==> images/io_placement.png <==
(8 px per um) Pins as bars across the die edge, other pins in grey.
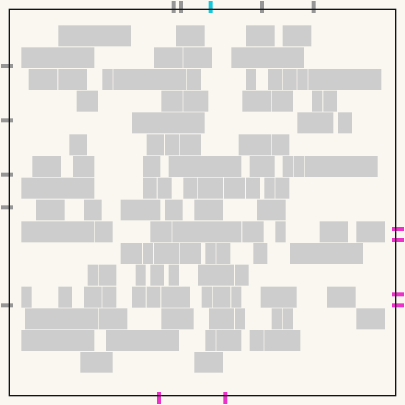
==> images/layer_met3.png <==
(10 px per um) Cells faint in the background.
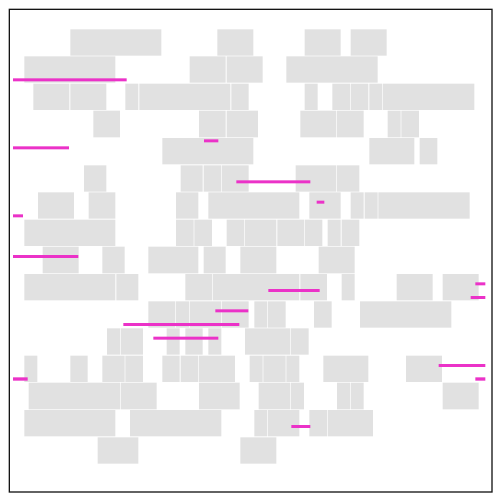
==> images/clocks.png <==
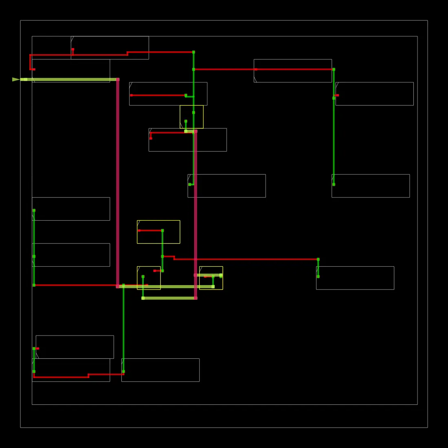
==> images/metal_density.png <==
(6 px per um) 10 x 10 tiles, from dark purple (low) to yellow (high), scaled to the fullest tile. Values are wire area over tile area, all layers added.
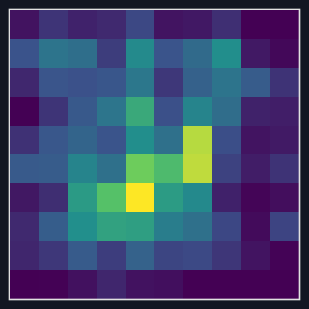
===== src/rtl/session_timeout_timer.sv =====
// Session countdown for the ATM front end: turns the 4 Hz strobe into whole
// seconds, restarts on user activity, warns near the end and pulses on expiry.
module session_timeout_timer #(
    parameter int TICKS_PER_SEC = 4,
    parameter int TIMEOUT_SEC   = 30,
    parameter int WARN_SEC      = 10,
    parameter int SEC_W         = 6
) (
    input  logic             clk_in,
    input  logic             rst_n,
    input  logic             tick_in,
    input  logic             start,
    input  logic             activity,
    input  logic             cancel,
    output logic [SEC_W-1:0] sec_left,
    output logic             running,
    output logic             warning,
    output logic             expired,
    output logic             timed_out
);

    localparam int               SUB_W    = (TICKS_PER_SEC > 1) ? $clog2(TICKS_PER_SEC) : 1;
    localparam logic [SUB_W-1:0] SUB_MAX  = SUB_W'(TICKS_PER_SEC - 1);
    localparam logic [SEC_W-1:0] SEC_LOAD = SEC_W'(TIMEOUT_SEC);
    localparam logic [SEC_W-1:0] SEC_WARN = SEC_W'(WARN_SEC);
    // A session shorter than the warning window starts out already warning.
    localparam bit               LOAD_IN_WARN = (TIMEOUT_SEC <= WARN_SEC);

    typedef enum logic [1:0] {S_IDLE, S_RUN, S_WARN, S_TIMEOUT} state_t;

    state_t           state;
    logic [SUB_W-1:0] sub;
    logic             counting;
    logic [SEC_W-1:0] sec_dec;

    assign counting = (state == S_RUN) || (state == S_WARN);
    // Saturating decrement so sec_left can never wrap.
    assign sec_dec  = (sec_left != '0) ? sec_left - SEC_W'(1) : '0;

    always_ff @(posedge clk_in or negedge rst_n) begin
        if (!rst_n) begin
            state     <= S_IDLE;
            sec_left  <= '0;
            sub       <= '0;
            running   <= 1'b0;
            warning   <= 1'b0;
            expired   <= 1'b0;
            timed_out <= 1'b0;
        end else begin
            expired <= 1'b0;
            if (cancel) begin
                state     <= S_IDLE;
                sec_left  <= '0;
                sub       <= '0;
                running   <= 1'b0;
                warning   <= 1'b0;
                timed_out <= 1'b0;
            end else if (start || (activity && counting)) begin
                state     <= LOAD_IN_WARN ? S_WARN : S_RUN;
                sec_left  <= SEC_LOAD;
                sub       <= '0;
                running   <= 1'b1;
                warning   <= LOAD_IN_WARN;
                timed_out <= 1'b0;
            end else if (tick_in && counting) begin
                if (sub != SUB_MAX) begin
                    sub <= sub + SUB_W'(1);
                end else begin
                    sub      <= '0;
                    sec_left <= sec_dec;
                    if (sec_dec == '0) begin
                        state     <= S_TIMEOUT;
                        running   <= 1'b0;
                        warning   <= 1'b0;
                        expired   <= 1'b1;
                        timed_out <= 1'b1;
                    end else if (sec_dec <= SEC_WARN) begin
                        state   <= S_WARN;
                        warning <= 1'b1;
                    end
                end
            end
        end
    end

endmodule


===== config.mk =====
export PLATFORM = sky130hd
export DESIGN_NAME = session_timeout_timer
export DESIGN_NICKNAME = d
export VERILOG_FILES = /design/src/rtl/session_timeout_timer.sv
export SDC_FILE = /design/constraint.sdc
export NUM_CORES = 1
export LEC_CHECK = 0
export CAP_MARGIN = 5
export CORE_UTILIZATION = 40
export CTS_CLUSTER_DIAMETER = 150
export DETAILED_ROUTE_END_ITERATION = 10
export GPL_TIMING_DRIVEN = 0
export HOLD_SLACK_MARGIN = 0.03
export SYNTH_ARGS = -nofsm -noshare
export SYNTH_HDL_FRONTEND = slang
export SYNTH_SLANG_ARGS = --single-unit

===== constraint.sdc =====
create_clock -name clk_in -period 2.5 [get_ports clk_in]
set_input_delay 0.375 -clock clk_in [delete_from_list [all_inputs] [get_ports clk_in]]
set_output_delay 0.375 -clock clk_in [all_outputs]
set_load 0.02 [all_outputs]

==> summary.txt <==
The run has ended; figures from its reports follow.

The number of failing setup endpoints in the final timing report came out at 0. Per STA, the worst path is made up of inv_1 -> ha_1 -> nor3b_1 -> or3_1 -> a21oi_2 -> nor3_1 -> o211a_1. Summed over all instances, the cell type with the most area after synthesis is sky130_fd_sc_hd__dfrtp_1.

The sequential fraction of total cell area came out at 0.330. The number of input and output port buffers inserted is 14. The initial antenna violation count came out at 0. The worst hold endpoint is sec_left[1]. Setup repair after global routing left no endpoint under its margin. The area of combinational cells with multiple inputs is 465 sq um.

The report counts max-capacitance violations totalling 0. The global routing usage on met1 is 0.234. The count of unresolved DRC violations after routing is 0.

The number of standard cells in the layout, taps in and fillers out is roughly 140. The critical path data required time is between 2 and 3 ns. The critical path arrival is between 2 and 2.5 ns. The number of synthesized flops with an enable pin came out at 0. The part of the total power dissipated in the clock network is 0.334. The share of total power dissipated in combinational logic is 0.192. The register bit total from synthesis is 14. Per the timing report, the achievable frequency comes out to between 0.4 and 0.5 GHz. The power in the clock group came out at roughly 170 uW. The actual slew at the worst max-slew pin came out at 0.639 ns. The synthesized netlist was found by Yosys to have 90 cells. The placement summary gives the final routability congestion estimate as 0.776. After synthesis, the share of flip-flops with an asynchronous set or reset is 1.00. The final power report lists total power as between 500 and 600 uW.

The largest vdd supply drop came out at 297 uV. The pre-antenna-repair detailed-routing pass consisted of 4 iterations. Per the CTS log, the maximum H-tree level is 1.

The area share of the largest cell type after synthesis is 0.412. The remaining global-route overflow is 0. Summing all placed instances gives a cell area of 1020 sq um. The total met2 wirelength after detailed routing came out at 749 um.

For the combinational group, total power comes out at 99.4 uW. The cell family contributing the most delay on the critical path is simple AND/OR/NAND/NOR gates. The starting DRC count in detailed routing came out at 5. From synthesis to final layout, the design area changed by 24.7%. The number of max-slew violations in the final report is 0.

The worst setup slack after layout is 0.418 ns. Yosys attributes the largest share of cell area to sky130_fd_sc_hd__dfrtp_1 41%, sky130_fd_sc_hd__ha_1 5.9%, sky130_fd_sc_hd__a21oi_1 5.3%, sky130_fd_sc_hd__nor2_1 4.4%, sky130_fd_sc_hd__nor4b_4 2.8%. The largest buffer count on any clock path is 2. The most used flip-flop cell after synthesis is sky130_fd_sc_hd__dfrtp_1. Entering global routing, the biggest net connects 15 pins. The clock sink count is 14. Of the total synthesized cell area, the portion taken by XOR and XNOR cells is 0.0206. The post-synthesis compound-gate area fraction came out at 0.199. The kind of start point of the critical path is a flip-flop. The worst hold path begins at cancel. The post-route cell area came out at between 1000 and 1500 sq um. STA classifies the critical path endpoint as a flip-flop. The highest routed metal layer is met4.

The layer flagged by global routing as most heavily used is met2. The post-layout period usage of the worst path came out at 0.833. Per the STA report, the cell with the highest stage delay on the worst path is sky130_fd_sc_hd__dfrtp_1. Multi-input logic gates represent a cell area share of 0.439. The met3 wire length came out at approximately 66 um.

The cell-mix breakdown from Yosys lists the adder-cell area share as 0.0588. In the final layout, the registers with the most flip-flops are sec_left (6), state (2), sub (2). The run finished with clean final reports. Looking at the setup timing report, the critical path kind is flip-flop to flip-flop. Hold is met by 0.431 ns. The leading cell type by number of instances after synthesis is sky130_fd_sc_hd__dfrtp_1. The count of non-CTS inverters in the layout came out at 4. The net count entering floorplan came out at 100. The largest register by flop count is sec_left. The count of endpoints failing hold in the final timing report is 0. The tally of OpenROAD warnings is 28.

In this run the worst setup path begins at sec_left[0]. The global-route wire length before repair came out at about 2800 um. The residual antenna-violating net count after detailed routing is 0. The internal power is 368 uW.
Notes on io_placement.png above:
legend:
  cyan:
    port: expired
    pins: 1
    direction: output
    edge: top
  magenta:
    port: sec_left
    pins: 6
    direction: output
    edge: 4 right, 2 bottom

Notes on layer_met3.png above:
longest straight run: 11.3 um
main direction: horizontal
nets with wire on the layer: 12
Detailed Route WL: 1800 um
number of vias in the routed layout: 728

Notes on clocks.png above:
Flops: 14
total of clock buffers placed in the layout: 4
total CTS buffers: 3

Notes on metal_density.png above:
fullest tile: 0.50
mean over tiles: 0.13
nearly empty tiles: 11%
emptiest ninth of the die: bottom right
densest ninth of the die: middle
average wire per cell in the routed design: 13.3 um
global-route usage over all layers: 0.182

Power and IR drop assume default switching activity.
